===== src/rtl/reg_scoreboard.sv =====
// Register-busy scoreboard for the in-order decode stage: one pending-write counter per register.
// Optional same-cycle write-back bypass of the source check is enabled by SCOREBOARD_WB_BYPASS_EN.
module reg_scoreboard #(
   parameter int NUM_REGS   = 32,
   parameter int REGNO_BITS = 5,
   parameter int CNT_BITS   = 3,
   parameter int NUM_RD     = 2,
   parameter int NUM_WB     = 1
) (
   input  logic                         clk,
   input  logic                         reset,
   input  logic                         issue_valid,
   input  logic                         issue_wr,
   input  logic [REGNO_BITS-1:0]        issue_rd,
   input  logic [NUM_RD-1:0]            src_valid,
   input  logic [NUM_RD*REGNO_BITS-1:0] src_regno,
   input  logic [NUM_WB-1:0]            wb_valid,
   input  logic [NUM_WB*REGNO_BITS-1:0] wb_regno,
   output logic                         stall,
   output logic                         issue_accept,
   output logic [NUM_REGS-1:0]          busy_vec,
   output logic                         underflow_err,
   output logic                         overflow_err
);

   localparam int DEC_BITS = $clog2(NUM_WB + 1);
   localparam int SUM_BITS = CNT_BITS + 2;
   localparam logic [CNT_BITS-1:0] CNT_MAX = '1;

   logic [CNT_BITS-1:0] cnt_q [NUM_REGS];
   logic [CNT_BITS-1:0] cnt_d [NUM_REGS];
   logic [CNT_BITS-1:0] effCnt [NUM_REGS];
   logic [DEC_BITS-1:0] dec [NUM_REGS];
   logic [NUM_REGS-1:0] inc;
   logic [NUM_REGS-1:0] busy_q, busy_d;
   logic                underflow_q, underflow_d;
   logic                overflow_q, overflow_d;
   logic                srcBusy;
   logic                dstFull;

   // Count how many write-back ports release each register; x0 never collects releases.
   always_comb begin
      for (int r = 0; r < NUM_REGS; r++) begin
         dec[r] = '0;
         for (int p = 0; p < NUM_WB; p++) begin
            if (r != 0 && wb_valid[p] &&
                wb_regno[p*REGNO_BITS +: REGNO_BITS] == REGNO_BITS'(r)) begin
               dec[r] = dec[r] + DEC_BITS'(1);
            end
         end
      end
   end

   // Count seen by the source check; the bypass build lets this cycle's releases count already.
   always_comb begin
      for (int r = 0; r < NUM_REGS; r++) begin
`ifdef SCOREBOARD_WB_BYPASS_EN
         if (SUM_BITS'(dec[r]) >= SUM_BITS'(cnt_q[r])) begin
            effCnt[r] = '0;
         end else begin
            effCnt[r] = cnt_q[r] - CNT_BITS'(dec[r]);
         end
`else
         effCnt[r] = cnt_q[r];
`endif
      end
   end

   always_comb begin
      logic [REGNO_BITS-1:0] idx;
      srcBusy = 1'b0;
      idx     = '0;
      for (int p = 0; p < NUM_RD; p++) begin
         idx = src_regno[p*REGNO_BITS +: REGNO_BITS];
         if (src_valid[p] && idx != '0 && int'(idx) < NUM_REGS) begin
            if (effCnt[idx] != '0) begin
               srcBusy = 1'b1;
            end
         end
      end
      dstFull = 1'b0;
      if (issue_wr && issue_rd != '0 && int'(issue_rd) < NUM_REGS) begin
         dstFull = (cnt_q[issue_rd] == CNT_MAX);
      end
   end

   assign stall        = issue_valid & (srcBusy | dstFull);
   assign issue_accept = issue_valid & ~stall;

   always_comb begin
      for (int r = 0; r < NUM_REGS; r++) begin
         inc[r] = issue_accept && issue_wr && (issue_rd == REGNO_BITS'(r)) && (r != 0);
      end
   end

   // Widened signed update so negative and over-max results can be detected and clamped.
   always_comb begin
      logic [SUM_BITS-1:0] sum;
      sum         = '0;
      underflow_d = underflow_q;
      overflow_d  = overflow_q;
      for (int r = 0; r < NUM_REGS; r++) begin
         sum = SUM_BITS'(cnt_q[r]) + SUM_BITS'(inc[r]) - SUM_BITS'(dec[r]);
         if (r == 0) begin
            cnt_d[r] = '0;
         end else if (sum[SUM_BITS-1]) begin
            cnt_d[r]    = '0;
            underflow_d = 1'b1;
         end else if (sum > SUM_BITS'(CNT_MAX)) begin
            cnt_d[r]   = CNT_MAX;
            overflow_d = 1'b1;
         end else begin
            cnt_d[r] = sum[CNT_BITS-1:0];
         end
         busy_d[r] = (cnt_d[r] != '0);
      end
   end

   always_ff @(posedge clk) begin
      if (reset) begin
         for (int r = 0; r < NUM_REGS; r++) begin
            cnt_q[r] <= '0;
         end
         busy_q      <= '0;
         underflow_q <= 1'b0;
         overflow_q  <= 1'b0;
      end else begin
         cnt_q       <= cnt_d;
         busy_q      <= busy_d;
         underflow_q <= underflow_d;
         overflow_q  <= overflow_d;
      end
   end

   assign busy_vec      = busy_q;
   assign underflow_err = underflow_q;
   assign overflow_err  = overflow_q;

endmodule

===== config.mk =====
export PLATFORM = sky130hd
export DESIGN_NAME = reg_scoreboard
export DESIGN_NICKNAME = d
export VERILOG_FILES = /design/src/rtl/reg_scoreboard.sv
export SDC_FILE = /design/constraint.sdc
export NUM_CORES = 1
export LEC_CHECK = 0
export CAP_MARGIN = 25
export CORE_MARGIN = 2
export CORE_UTILIZATION = 56
export DETAILED_ROUTE_END_ITERATION = 8
export PLACE_DENSITY = 0.76
export SYNTH_ARGS = -nofsm -noshare
export SYNTH_HDL_FRONTEND = slang
export SYNTH_SLANG_ARGS = --single-unit

===== constraint.sdc =====
create_clock -name clk -period 6.9 [get_ports clk]
set_input_delay 1.38 -clock clk [delete_from_list [all_inputs] [get_ports clk]]
set_output_delay 1.38 -clock clk [all_outputs]
set_load 0.02 [all_outputs]

==> run_1/gates.png <==
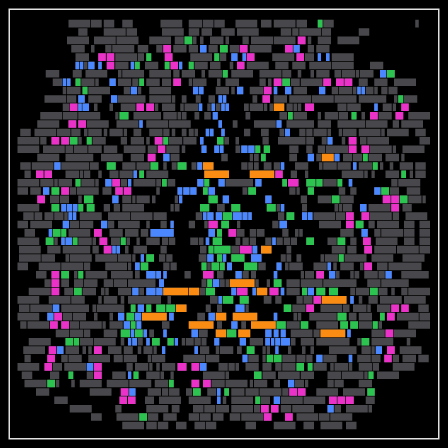
family	colour	cells
non-inverting ao/oa cells	magenta	100
aoi and oai cells	green	128
mux cells	orange	20
nor cells	blue	178

==> run_1/floorplan.png <==
Pins as bars on the die edge.
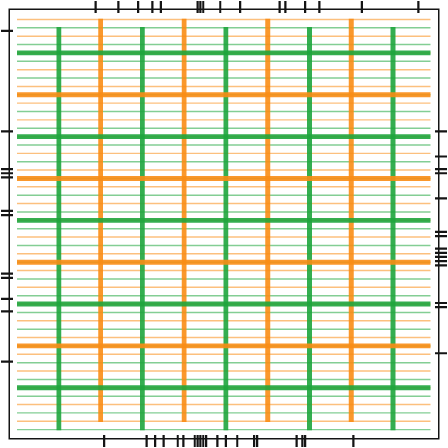
net	colour
VSS	green
VDD	orange
met4 straps	9
met5 straps	9
signal pins	63
met1 rails	50
horizontal extent of the die: 139 µm
total core area: 0.0179 mm²

==> run_1/closeup.png <==
Region (10, 79) to (60, 129) µm. Cells in grey, sequential cells in the stronger grey; small squares are vias.
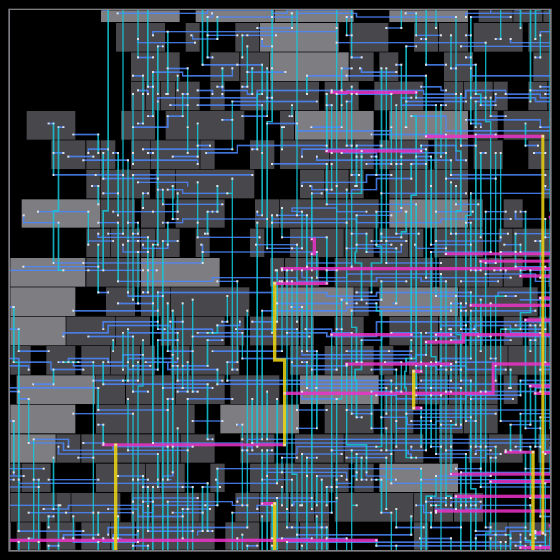
layer	colour
M4	yellow
M1	blue
M3	magenta
M2	cyan
cells with their middle in the window	192
most frequent	ha_1 (35), inv_1 (25), o21a_1 (21)
sequential cells in the window	18
netlist names of flops here include	`cnt_q` (17), `underflow_err` (1)

==> results.txt, run 1 <==
Flow results are below.

- Setup repair after global routing left no endpoint under its margin.
- The number of cells upsized or downsized after cts is 0, for reference.
- The transition time of the tightest slew-check pin is a little under 0.8 ns, for reference.
- The area of the die is a little under 0.02 mm², for reference.
- The post-layout utilization of the core is 65.2%, for reference.
- The relative slew slack is roughly 46%, for reference.
- The nature of the critical path endpoint is a register, for reference.
- In the final routing, the length of wire on met1 measures ~13 mm.
- Fill cells in the final layout number around 1500.
- In this run the number of H-tree levels came out at 4.
- The count of buffers from port buffering is about 61, for reference.
- Summed over all layers, the global routing overflow is 0.
- Looking at the critical path, the single cell with the biggest stage delay is clkdlybuf4s50_1.
- The post-layout instance count excluding filler cells is about 1400, for reference.
- The TritonCTS buffer count is 17, for reference.
- The cell that appears most often on the critical path is ha_1.
- Logged for this run, the post-placement worst setup slack is approximately 0.18 ns.
- No sink is reached through more buffers than the 2 on the longest clock path.
- The placed instances occupy a cell area of around 0.011 mm².
- The highest supply drop recorded on VDD is 0.367 mV.
- The report gives the cell count of the worst hold path as 2.
- Setup slack on the worst reg-to-reg path comes out at approximately 1.8 ns.
- The post-cts hold-fix buffer tally is 0, for reference.
- The synthesized instance count is 1143, for reference.
- By instance count, the leading cell after synthesis is ha_1.
- Setup total negative slack on the finished layout was measured at 0 ns.
- For this run, global-route usage on met2 was measured as a little over 50%.
- Wires add up to 30.6 mm.
- The synthesis-to-layout area growth is 14.2%, for reference.
- The number of buffers and inverters on the critical path is 3.
- Ranking logic cells in the layout by count gives the top entries ha_1 (155), inv_1 (133), dfxtp_1 (126).
- The netlist area before placement is between 0.01 and 0.015 mm², for reference.
- The detail-routed net length per standard cell is 21.2 µm, for reference.
- Looking at hold timing, the worst path starts from cnt_q[63].
- The flow ran to the end, and the final reports show no timing, DRC or antenna violations.
- The average footprint of a synthesized cell is slightly below 9 µm², for reference.
- In the log, the iteration count for the first detailed-route pass is 7.
- In this run, the synthesized area fraction spent on xor and xnor cells is recorded as approximately 5.2%.
- The launching instance or port of the critical path is issue_rd[0], for reference.
- The HPWL after detailed placement is approximately 24 mm.
- CTS saw about 130 sinks.
- The critical path data required time is 7.18 ns, for reference.
- For this run, asynchronously set or reset flops after synthesis account for 0%.
- Endpoints with negative setup slack in the final report add up to 0.
- The path type of the worst min-delay path is reg -> reg, for reference.
- The most instantiated logic cell after routing is ha_1, for reference.
- Dividing the detail-routed via count by the number of cells gives 6.20.
- In this run the count of I/O pins placed on the die edge is ~63.
- The post-CTS setup repair buffer count is 0, for reference.
- The dominant register cell is dfxtp_1, for reference.
- Entering global routing, the biggest net connects 38 pins.
- The endpoint of the most critical register-to-register path is overflow_err, for reference.
- The total power of the final layout is around 0.0058 W, for reference.
- The final weighted congestion in routability-driven placement is between 1 and 1.5, for reference.
- The maximum cell stage delay along the critical path is 0.93 ns, for reference.
- The leakage power in the latest report is just under 5 nW.
- The arrival time at the worst endpoint is just under 7 ns, for reference.
- OpenSTA lists the critical path endpoint as overflow_err.
- The mux share of post-synthesis cell area is under 10%, for reference.
- The launching element type of the critical path is an input port, for reference.
- Hold timing on the final database bottoms out at a slack of ~0.65 ns.
==> run 1: flip-flops by register name, indices dropped and copies added (netlist names) <==
register       count
underflow_err      1
cnt_q             93
busy_vec          31
overflow_err       1
==> run 1: layout make-up <==
cell class                 instances  area, µm²  area share (%)
multi-input combinational        845       6970            59.7
sequential                       126       2520            21.6
timing repair buffer              80        753            6.45
clock buffer                      19        453            3.88
tap                              229        287            2.46
clock inverter                    12        184            1.58
inverter                         134        503            4.31
==> run 1: power breakdown <==
group | switching (W) | leakage (nW) | internal [W]
Combinational | 0.00188 | 3.62 | 0.00147
Sequential | 0.000383 | 1.06 | 0.00109
Clock | 0.000350 | 0.294 | 0.000623
Total | 0.00261 | 4.97 | 0.00318
==> run 1 -> run 2 <==
--- a/config.mk
+++ b/config.mk
@@ -7,9 +7,9 @@
 export LEC_CHECK = 0
 export CAP_MARGIN = 25
 export CORE_MARGIN = 2
-export CORE_UTILIZATION = 56
+export CORE_UTILIZATION = 45
 export DETAILED_ROUTE_END_ITERATION = 8
-export PLACE_DENSITY = 0.76
+export HOLD_SLACK_MARGIN = 0.12
 export SYNTH_ARGS = -nofsm -noshare
 export SYNTH_HDL_FRONTEND = slang
 export SYNTH_SLANG_ARGS = --single-unit
==> run_2/clock_nets.png <==
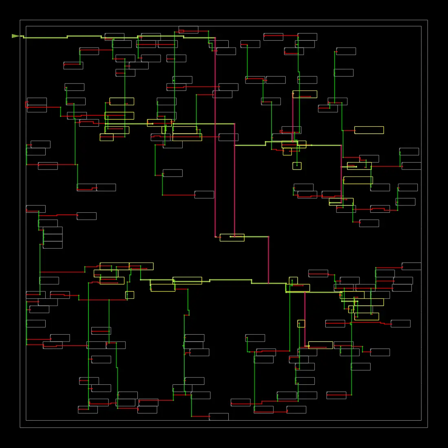
layout clock buffer count: 19
source-to-sink clock delay at the later pin of the worst-skew pair: 0.44 ns
Post-Route Skew: 0.00788 ns

==> run_2/floorplan.png <==
Pins as bars on the die edge.
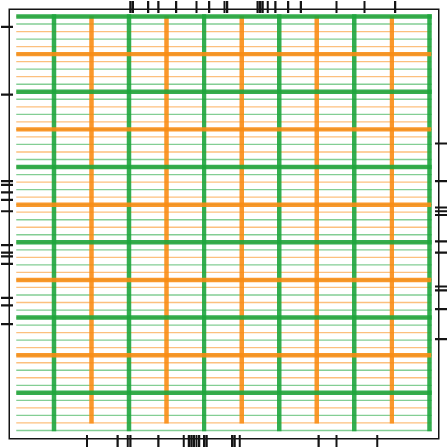
net	colour
VDD	orange
VSS	green
met5 straps	11
met1 rails	56
signal pins	63
met4 straps	11

==> run_2/ff_map.png <==
Other sequential cells in the stronger grey, the rest of the logic in the fainter grey.
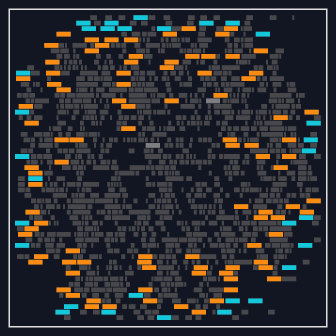
name in the netlist	colour	sequential cells	where
`busy_vec`	cyan	31	spread over the die
`cnt_q`	orange	93	spread over the die
not coloured	2

==> run 2 against run 1 <==
Net effect: clock-buffer cell count is the same; via count shrank 1.9%; combinational power is essentially flat; area after synthesis is the same; sequential power is essentially flat; utilization shrank 13 points; first-iteration DRC count shrank 11%; sequential cell count is the same; synthesized cell count is the same; clock power grew about 10%; largest power group unchanged.
==> results.txt, run 2 <==
Flow results are below.

- Result of the run: complete, no violations (unchanged).
- The placeable core region is 0.0224 mm² (was 0.0179 mm²), for reference.
- The post-cts hold-fix buffer tally came to 0 (unchanged).
- The synthesis-to-layout area growth came to 14.8% (was 14.2%).
- The post-layout utilization of the core is 52.3% (was 65.2%), for reference.
- The launching element type of the critical path is an input port (unchanged), for reference.
- The power attributed to combinational cells was 0.00333 W (was 0.00335 W).
- The reported clock group power is 0.00109 W (was 0.000973 W), for reference.
- The area of the die is 0.0239 mm² (was 0.0193 mm²), for reference.
- The largest buffer count on any clock path was 2 (unchanged).
- The internal reg-to-reg setup slack was 2.11 ns (was 1.77 ns).
- The number of flip-flops under the largest register name is 93 (unchanged), for reference.
- The async set-reset flop share out of synthesis is 0% (unchanged), for reference.
- The standard cell area after detailed placement is 0.0110 mm² (about the same), for reference.
- The number of failing setup endpoints in the final timing report is 0 (unchanged), for reference.
- Unrepaired setup endpoints after global routing: false (unchanged).
- The sequential share of power came to 24.7% (was 25.4%).
- The clock sink count is 126 (unchanged), for reference.
- Commonest non-fill, non-tap cells in the layout: ha_1 (155), inv_1 (133), dfxtp_1 (126) (unchanged).
- The average footprint of a synthesized cell is 8.94 µm² (unchanged).
- The pin count of the biggest net entering global routing came to 38 (unchanged).
- The worst ir drop on vdd is 0.230 mV (was 0.367 mV).
- The estimated wirelength of the detail-placed design is 25.2 mm (was 24.3 mm).
- The number of iterations in the first detailed-routing pass is 5 (was 7).
- The netlist area before placement is 0.0102 mm² (unchanged), for reference.
- The top power consumer group is combinational logic (unchanged), for reference.
- The net switching fraction of the power is 44.3% (was 45.1%), for reference.
- The capturing element of the worst setup path is issue_accept (was overflow_err).
- The number of cells upsized or downsized after cts came to 0 (unchanged).
- The count of buffers from port buffering is 61 (unchanged), for reference.
- The most instantiated logic cell after routing is ha_1 (unchanged), for reference.
- The total power of the final layout is 0.00588 W (was 0.00579 W).
- The final weighted congestion in routability-driven placement came to 0.976 (was 1.04).
- The static leakage came to 4.97 nW (about the same).
- The final-layout fill cell count was 2112 (was 1459).
- The post-layout instance count excluding filler cells is 1492 (was 1445), for reference.
- The most used cell along the critical path is clkdlybuf4s50_1 (was ha_1), for reference.
- The transition time of the tightest slew-check pin is 0.833 ns (was 0.794 ns), for reference.
- The slowest library cell on the worst path is clkdlybuf4s50_1 (unchanged), for reference.
- The total routed wire length on the met1 layer is 13.2 mm (was 12.7 mm), for reference.
- The nature of the critical path endpoint was a primary output (was register).
- The most frequent cell after synthesis was ha_1 (unchanged).
- The arrival time at the worst endpoint is 4.95 ns (was 6.74 ns), for reference.
- The summed negative setup slack over all endpoints came to 0 ns (unchanged).
- The share of total power in the clock network came to 18.6% (was 16.8%).
- The worst slack at placement was 0.570 ns (was 0.183 ns).
- The TritonCTS buffer count is 17 (unchanged), for reference.
- The average vias per placed instance is 5.89 (was 6.20).
- The worst min-delay path startpoint is cnt_q[84] (was cnt_q[63]), for reference.
- The post-detailed-routing wire length was 31.7 mm (was 30.6 mm).
- The internal cell power is 0.00328 W (was 0.00318 W), for reference.
- The path type of the worst min-delay path is reg -> reg (unchanged).
- The worst-case hold slack is 0.684 ns (was 0.652 ns), for reference.
- The critical path data required time is 5.52 ns (was 7.18 ns), for reference.
- The power consumed by sequential cells is 0.00145 W (was 0.00147 W), for reference.
[run 2: cell counts after synthesis]
Identical to the previous run, type by type.
[run 2: layout make-up]
cell class / instances / share of cell area (%)
Multi-Input combinational cell: 845 / 59.4
Sequential cell: 126 / 21.5
Timing Repair Buffer: 70 / 5.78
Inverter: 134 / 4.29
Clock buffer: 19 / 3.78
Tap cell: 285 / 3.04
Clock inverter: 13 / 2.20
[run 2: kinds of logic after synthesis]
| family | share of synthesized area (%) |
|---|---|
| xor+xnor | 5.23 |
| flops | 24.7 |
| simple gates | 18.7 |
| other cells | 0.0367 |
| buf+inv | 7.09 |
| compound gates | 16.0 |
| fa+ha+maj | 25.1 |
| mux | 3.21 |
Power figures rest on the tool's default switching activity, not on a simulated workload.
